**config.mk**
```make
export PLATFORM = sky130hd
export DESIGN_NAME = i2c_master_ctrl
export DESIGN_NICKNAME = d
export VERILOG_FILES = /design/src/rtl/i2c_master_ctrl.sv
export SDC_FILE = /design/constraint.sdc
export NUM_CORES = 1
export LEC_CHECK = 0
export CORE_MARGIN = 5
export CORE_UTILIZATION = 52
export DETAILED_ROUTE_END_ITERATION = 8
export PLACE_DENSITY = 0.79
export SETUP_SLACK_MARGIN = 0.3
export SYNTH_ARGS = -nofsm -noshare
export SYNTH_HDL_FRONTEND = slang
export SYNTH_SLANG_ARGS = --single-unit
```
**constraint.sdc**
```tcl
create_clock -name clk -period 2.8 [get_ports clk]
set_clock_uncertainty 0.2 [all_clocks]
set_input_delay 0.84 -clock clk [delete_from_list [all_inputs] [get_ports clk]]
set_output_delay 0.84 -clock clk [all_outputs]
set_load 0.02 [all_outputs]
```
**src/rtl/i2c_master_ctrl.sv**
```systemverilog
// Single-byte I2C bus master: START, {ADDR,RW}, ACK check, one data byte, ACK, STOP.
// Every bus phase is built from quarters of CLK_DIV cycles; SCL and SDA_OE are registered.
module i2c_master_ctrl #(
    parameter int CLK_DIV = 4
) (
    input  logic       clk,
    input  logic       rst_n,
    input  logic       enb,
    input  logic       start,
    input  logic       rw,
    input  logic [6:0] addr,
    input  logic [7:0] wdata,
    input  logic       sda_in,
    output logic       scl,
    output logic       sda_oe,
    output logic [7:0] rdata,
    output logic       busy,
    output logic       done,
    output logic       nack,
    output logic [2:0] dbg_state
);
    localparam int QW = (CLK_DIV > 1) ? $clog2(CLK_DIV) : 1;
    localparam logic [QW-1:0] QMAX = QW'(CLK_DIV - 1);

    typedef enum logic [2:0] {IDLE, STRT, ADDR, ACKA, DATA, ACKD, STOP} state_t;

    state_t        state, state_d;
    logic [QW-1:0] qcnt, qcnt_d;
    logic [1:0]    quarter, quarter_d;
    logic [2:0]    bitcnt, bitcnt_d;
    logic [7:0]    shift, shift_d, wbyte, wbyte_d, rdata_d;
    logic          rw_q, rw_d, sample, sample_d;
    logic          nack_d, done_d, busy_d, scl_d, sda_oe_d;
    logic          q_end, slot_end;

    assign q_end     = (qcnt == QMAX);
    assign slot_end  = q_end && (quarter == 2'd3);
    assign dbg_state = state;

    // Request handshake: start acts as valid, ~busy as ready; a request is taken only
    // on a cycle where start=1, enb=1 and the controller is idle, and operands are
    // latched on that cycle only.
    always_comb begin
        state_d   = state;
        qcnt_d    = q_end ? '0 : qcnt + QW'(1);
        quarter_d = q_end ? quarter + 2'd1 : quarter;
        bitcnt_d  = bitcnt;
        shift_d   = shift;
        wbyte_d   = wbyte;
        rw_d      = rw_q;
        sample_d  = sample;
        rdata_d   = rdata;
        nack_d    = nack;
        done_d    = 1'b0;

        if (state != IDLE && q_end && quarter == 2'd2)
            sample_d = sda_in;

        case (state)
            IDLE: begin
                qcnt_d    = '0;
                quarter_d = 2'd0;
                bitcnt_d  = 3'd0;
                if (enb && start) begin
                    state_d = STRT;
                    shift_d = {addr, rw};
                    wbyte_d = wdata;
                    rw_d    = rw;
                    nack_d  = 1'b0;
                end
            end
            STRT: if (slot_end) state_d = ADDR;
            ADDR: if (slot_end) begin
                shift_d  = {shift[6:0], 1'b0};
                bitcnt_d = bitcnt + 3'd1;
                if (bitcnt == 3'd7) state_d = ACKA;
            end
            ACKA: if (slot_end) begin
                if (sample) begin
                    nack_d  = 1'b1;
                    state_d = STOP;
                end else begin
                    state_d = DATA;
                    shift_d = wbyte;
                end
            end
            // Shifting the sample in on writes is harmless: those bits are never read.
            DATA: if (slot_end) begin
                shift_d  = {shift[6:0], sample};
                bitcnt_d = bitcnt + 3'd1;
                if (bitcnt == 3'd7) state_d = ACKD;
            end
            ACKD: if (slot_end) begin
                state_d = STOP;
                if (rw_q) rdata_d = shift;
                else if (sample) nack_d = 1'b1;
            end
            STOP: if (slot_end) begin
                state_d = IDLE;
                done_d  = 1'b1;
            end
            default: state_d = IDLE;
        endcase

        // Losing enable mid-transaction still ends the bus cleanly with a STOP.
        if (state != IDLE && state != STOP && !enb && q_end) begin
            state_d   = STOP;
            quarter_d = 2'd0;
            nack_d    = 1'b1;
            rdata_d   = rdata;
        end

        busy_d   = (state_d != IDLE);
        scl_d    = 1'b1;
        sda_oe_d = 1'b0;
        case (state_d)
            STRT: sda_oe_d = quarter_d[1];
            ADDR: begin
                scl_d    = quarter_d[1];
                sda_oe_d = ~shift_d[7];
            end
            DATA: begin
                scl_d    = quarter_d[1];
                sda_oe_d = ~rw_d & ~shift_d[7];
            end
            ACKA, ACKD: scl_d = quarter_d[1];
            STOP: begin
                scl_d    = (quarter_d != 2'd0);
                sda_oe_d = ~quarter_d[1];
            end
            default: ;
        endcase
    end

    always_ff @(posedge clk or negedge rst_n) begin
        if (!rst_n) begin
            state   <= IDLE;
            qcnt    <= '0;
            quarter <= 2'd0;
            bitcnt  <= 3'd0;
            shift   <= 8'h00;
            wbyte   <= 8'h00;
            rw_q    <= 1'b0;
            sample  <= 1'b1;
            rdata   <= 8'h00;
            nack    <= 1'b0;
            done    <= 1'b0;
            busy    <= 1'b0;
            scl     <= 1'b1;
            sda_oe  <= 1'b0;
        end else begin
            state   <= state_d;
            qcnt    <= qcnt_d;
            quarter <= quarter_d;
            bitcnt  <= bitcnt_d;
            shift   <= shift_d;
            wbyte   <= wbyte_d;
            rw_q    <= rw_d;
            sample  <= sample_d;
            rdata   <= rdata_d;
            nack    <= nack_d;
            done    <= done_d;
            busy    <= busy_d;
            scl     <= scl_d;
            sda_oe  <= sda_oe_d;
        end
    end
endmodule

```
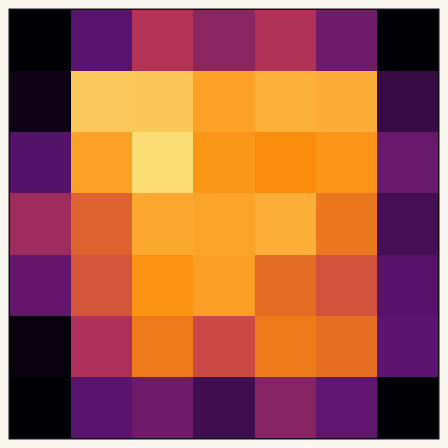
**Above:** run 1 (local utilization).
The die is cut into 7 by 7 equal tiles; black is low, pale yellow is high, 0 to 100% covered.
- nearly empty tiles: 10%
- mean over tiles: 48%
- densest ninth of the die: center
- tiles over 75% full: 31%
- fullest tile: 92%
final core occ: 67.3%
Core ar.: 3940 um2
FP Util: 52.6%

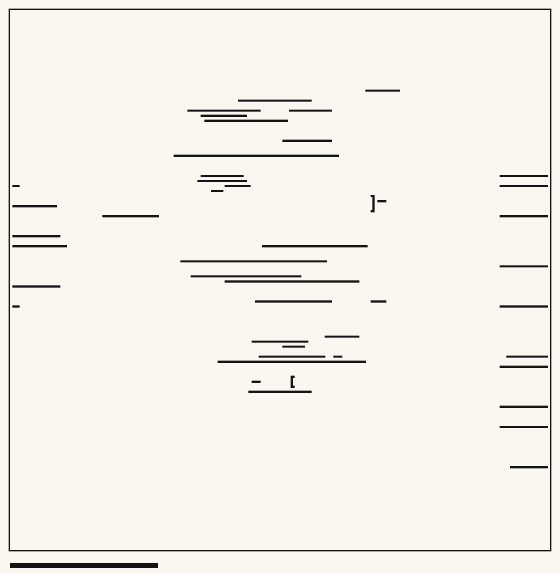
**Above:** run 1 (met3 routing).
Scale bar: 20 um.
- wire length on this layer: 322 um
- nets with wire on the layer: 41
- longest straight run: 22.1 um
- main direction: horizontal
- share of all routed wire: 7.1%
detailed-route via count: 1634
wirelength, routed: 4.52 mm
met3 Resource Use GR: 3.99%

==> results.toml, run 1 <==
# synthesis and place-and-route metrics
[outcome]
outcome = "complete, no violations"

[power]
swShare_pct = 36.8
leakagePower_nw = 1.16
seqPwrFrac_pct = 40.2
powerDensity_nw_per_um2 = 939
total_power_mw = 2.49
p_sw_mw = 0.918

[cts]
cts_sinks = 41
clk_pin_slew_ns = 0.08
h-tree-depth = 2
clk_path_buf_depth = 2

[worst_setup_path]
reg2reg_setup_slack_ns = 0.48
crit_path_start_kind = "register"
crit_chain = "clkdlybuf4s50_1"
critical_path_class = "register to primary output"
critPathSlowestCell = "clkdlybuf4s50_1"
cp_top_family = "buffers and inverters"
r2r_cells = 7

[detailed_routing]
via_per_inst = 5.79
wire_per_inst_um = 16.0
drt_iter0_drc = 126
drc = 0
ant_nets = 0
dr.pass1.iters = 7

[placed_design]
gp_congestion = 0.856
hpwl_mm = 3.42
numPortBuffers = 36

[global_routing]
grt_pass1_wl_mm = 7.63
grtUsageMet1_pct = 27.0
antenna_found_initial = 0
grt_start_max_net_pins = 42
met2_usage_pct = 28.0
grt_busiest_layer = "met2"
grt_overflow = 0
grt_usage_pct = 18.5

[final_timing]
min_period_ns = 2.44
finalSetupTns_ns = 0
holdWs_ns = 0.269
hold_violations = 0
relSlewSlack_pct = 66.4
fin_crit_sh_pct = 87.0
drv_slew = 0
max_freq_mhz = 410

[min_path]
min-delay-start = "qcnt[0]"
hold_depth = 1

[final_layout]
drive_gt1_share_pct = 22.0
lay_top_cells = "dfrtp_1 (36), clkdlybuf4s50_1 (34), mux2_2 (16), nor2_1 (14)"

[synth]
yosys.area_share.simple_pct = 13.8
top_cell = "dfrtp_1"
synth_warnings = 0
yosysTopAreaCell = "dfrtp_1"
syn-num-nets = 211
ys_area_um2 = 2070
ys_sh_adder_pct = 3.62
top_area_share_pct = 47.1
ys_top_logic_family = "AND-OR/OR-AND gates"
xor_area_share_pct = 1.21
syn_inst = 184
ys_cells = 184
ys_top_cells_by_count = "dfrtp_1 (39), mux2_2 (16), nor2_1 (14), a21oi_1 (13)"
syn_avg_cell_area_um2 = 11.3
synth_cell_types = 46

[floorplan]
chip_area_um2 = 5350
fp.dieW_um = 73.1
die_height_um = 73.1

[job]
cap_violations = 0
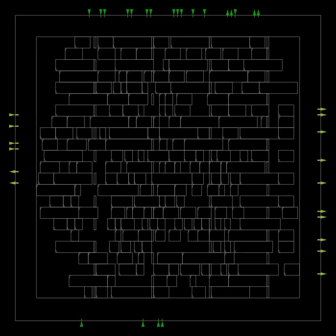
**Above:** run 1 (placement view).
fin cells: 282
# Taps: 50
num rows: 23
Flop Count: 41
fillcell total: 314

run 1: layer usage:
layer	share of wire, %	routed length, um
met4	0.99	45
met1	45	2040
met5	0	0
met3	7.1	322
met2	47	2110
run 1: power by group through the flow:
| stage | logic [mW] | registers (mW) | clock network (mW) |
|---|---|---|---|
| floorplan | 0.662 | 0.994 | 0 |
| global placement | 0.954 | 1.02 | 0 |
| detailed placement | 0.969 | 1.02 | 0 |
| CTS | 0.973 | 1.02 | 0.485 |
| global route | 1.11 | 1.04 | 0.499 |
| finish | 1.02 | 1.00 | 0.475 |
run 1: layout make-up:
class,instances,area [um2],area share [%]
clock buffers,5,68.8,2.59
clock inverters,3,46.3,1.74
inverters,6,22.5,0.849
multi-input cells,128,966,36.4
flip-flops and latches,41,1030,38.9
well taps,50,62.6,2.36
repair buffers,49,455,17.2
run 1: what timing repair did:
action                                  4_1_cts  5_1_grt
setup buffers                                 0        3
resized                                       3        1
endpoints found under the setup margin        3        2
run 1: worst max-delay path by stage:
stage,endpoint,slack [ns],from,depth (start not counted)
after floorplan,sda_oe,0.66,enb,5
after global placement,sda_oe,0.15,enb,6
after detailed placement,shift[4],0.14,enb,6
after CTS,dbg_state[0],0.24,dbg_state[0],1
after global routing,shift[1],0.32,enb,6
final,dbg_state[1],0.36,dbg_state[1],1
run 1: state kept, by name, indices dropped and copies added, names as in the netlist:
register and flops:
rdata 8, shift 8, wbyte 8, bitcnt 3
dbg_state 3, qcnt 2, quarter 2, busy 1
done 1, nack 1, rw_q 1, sample 1
scl 1, sda_oe 1
run 1: through the flow:
stage	std cells	setup WS [ns]	instance area (um2)
floorplan	184	0.657	2070
global route	282	0.319	2650
global placement	271	0.149	2510
CTS	279	0.245	2630
detailed placement	271	0.137	2510
finish	282	0.363	2650
==> inputs of run 2 (changes only) <==
- ABC_AREA: unset -> 1
- CORE_UTILIZATION: 52 -> 53
- PLACE_DENSITY: 0.79 -> 0.8
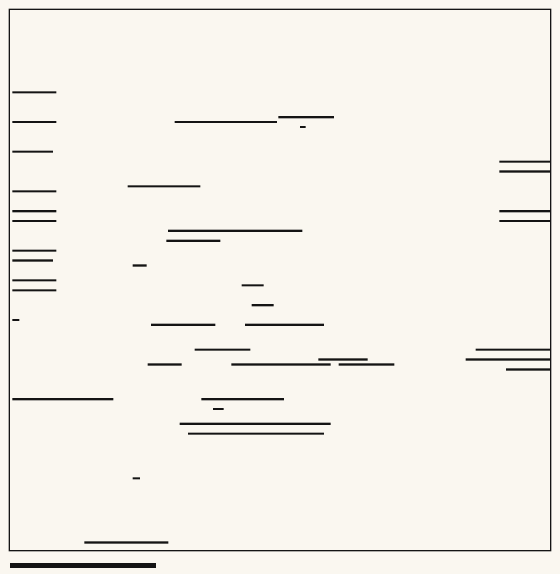
**Above:** run 2 (met3 routing).
Scale bar: 20 um.
- main direction: horizontal
- wire length on this layer: 309 um
- share of all routed wire: 6.7%
- longest straight run: 20.5 um
- nets with wire on the layer: 33
detailed-route via count: 1792
wirelength, routed: 4.59 mm
met3 Resource Use GR: 4.46%

==> results.toml, run 2 <==
# synthesis and place-and-route metrics
[global_routing]
grt_overflow = 0
grt_usage_pct = 18.7
antenna_found_initial = 0
grt_start_max_net_pins = 42
grt_pass1_wl_mm = 7.91
first_global_vias = 1782

[final_layout]
drive_gt1_share_pct = 13.7
logic_area_um2 = 966
antennaDiodeCount = 0
regArea_um2 = 1030
nFillCells = 345
instances_no_fill = 356
final_nets = 332
areaGrowthSynthToFinish_pct = 24.6
top_regs = "rdata (8), shift (8), wbyte (8)"
lay_top_cells = "nand2_1 (72), dfrtp_1 (38), clkdlybuf4s50_1 (33), inv_1 (30), nand3_1 (21)"
final_common_cell = "nand2_1"

[floorplan]
chip_area_um2 = 5510
io_pins = 37
fp.dieW_um = 74.2
rows = 23
die_height_um = 74.2
fp_util_pct = 54.6
coreArea_um2 = 4000

[cts]
h-tree-depth = 2
clk_pin_slew_ns = 0.08
clk_path_buf_depth = 2
cts_sinks = 41
clk_latency_ns = 0.30
cts_tree = "yes"
hold_buffers = 0
cts-root-buf = "clkbuf_8"
numCtsBuffers = 5

[worst_setup_path]
reg2reg_setup_slack_ns = 0.78
cp.required_ns = 1.76
end_kind = "primary output"
critical_path_class = "register to primary output"
path_max_fanout = 1
worst-path-buf-inv = 1
cp.depth = 1
startpoint = "scl"
r2r_start = "quarter[0]"
crit_path_max_incr_delay_ns = 0.59
crit_path_start_kind = "register"
cp_top_family = "buffers and inverters"
r2r_end = "sda_oe"
crit_chain = "clkdlybuf4s50_1"
arrival_ns = 1.41
cp-endpoint = "scl"
critPathSlowestCell = "clkdlybuf4s50_1"
r2r_cells = 11

[synth]
synth_flops = 41
netlist_area_um2 = 2190
ys_top_logic_family = "simple AND/OR/NAND/NOR gates"
ys_sh_adder_pct = 3.43
ys_top_cells_by_count = "nand2_1 (72), dfrtp_1 (39), inv_1 (30), nand3_1 (21), nor2_1 (18)"
top_area_share_pct = 44.6
ys_cells = 263
yosysTopAreaCell = "dfrtp_1"
ys.flop_type = "dfrtp_1"
syn-num-nets = 290
syn_inst = 263
syn_avg_cell_area_um2 = 8.31
area_leaders = "dfrtp_1 (45%), nand2_1 (12%), inv_1 (5.2%)"
synth_warnings = 0
synth_cell_types = 30
xor_area_share_pct = 0.401
top_cell = "nand2_1"
yosys.area_share.aoi_pct = 10.3
ys_seq_share_pct = 47.1
async_flop_share_pct = 100
edf_count = 0
ys_area_um2 = 2190
yosys.area_share.simple_pct = 30.1
synth.area.mux_share_pct = 0

[detailed_routing]
drc = 0
ant_nets = 0
via_per_inst = 5.03
wire_per_inst_um = 12.9
dr.pass1.iters = 4
drt_iter0_drc = 140

[power]
irDropWorstVdd_v = 0.000629
total_power_mw = 2.44
powerDensity_nw_per_um2 = 896
leakagePower_nw = 1.37

[final_timing]
finalSetupTns_ns = 0
rsz0062_at_grt = "false"
setup_viol = 0
hold_violations = 0
worstMarginPinSlew_ns = 0.294
min_period_ns = 2.45
max_freq_mhz = 408
drv_slew = 0
relSlewSlack_pct = 80.4
fin_crit_sh_pct = 87.5

[placed_design]
gp_congestion = 0.867
place_inst = 348
numPortBuffers = 36
hpwl_mm = 3.45

[job]
cap_violations = 0
warning_count = 28

[min_path]
hold_path_class = "input port to asynchronous set/reset pin"

[outcome]
outcome = "complete, no violations"
[run 2: netlist changes by cell type after synthesis, moves of 6 or more]
cell,change
nand3_1,+19
nor2_4,+6
mux2_2,-16
nand2_1,+64
o21ai_1,+9
a222oi_1,-6
inv_1,+24
a21oi_1,-9
o21ai_0,+9
[run 2: timing repair]
item | CTS | global route
setup buffers | 0 | 0
gates resized | 1 | 2
setup endpoints to repair | 1 | 2
gates cloned | 0 | 0
[run 2: where the power goes]
part	internal (mW)	total, mW	switching (mW)
Clock	0.290	0.504	0.214
Sequential	0.789	0.904	0.115
Combinational	0.388	1.03	0.643
[run 2: kinds of logic (layout without fill, tap and decap cells)]
| logic type | Yosys count | after routing |
|---|---|---|
| DFF | 41 | 41 |
| AOI/OAI and AO/OA | 40 | 40 |
| xor gates and xnor gates | 1 | 1 |
| buffers and inverters | 41 | 84 |
| and+or+nand+nor | 134 | 134 |
| adders and majority gates | 6 | 6 |
[run 2: layout make-up]
cell class | count | area share [%]
timing repair buffer | 41 | 15.1
sequential | 41 | 37.8
inverter | 35 | 4.92
tap | 50 | 2.30
clock buffer | 6 | 3.03
multi-input combinational | 181 | 35.5
clock inverter | 2 | 1.38
[run 2: metal layers]
layer	wire length [um]	GRT usage (%)	vias to the layer above
met5	0	0	-
met4	123	8.70	0
met3	308	4.46	11
met2	2080	29.1	54
met1	2070	24.8	808
li1	-	-	919
[run 2: through the flow]
step	area (um2)	hold slack, ns	worst slack [ns]	util, %
after floorplan	2190	0.240	0.916	-
after global placement	2600	0.256	0.291	64.9
after detailed placement	2600	0.268	0.239	64.9
after CTS	2720	0.287	0.303	67.9
after global routing	2720	0.305	0.317	68.1
final	2720	0.281	0.350	68.1
Power figures rest on the tool's default switching activity, not on a simulated workload.
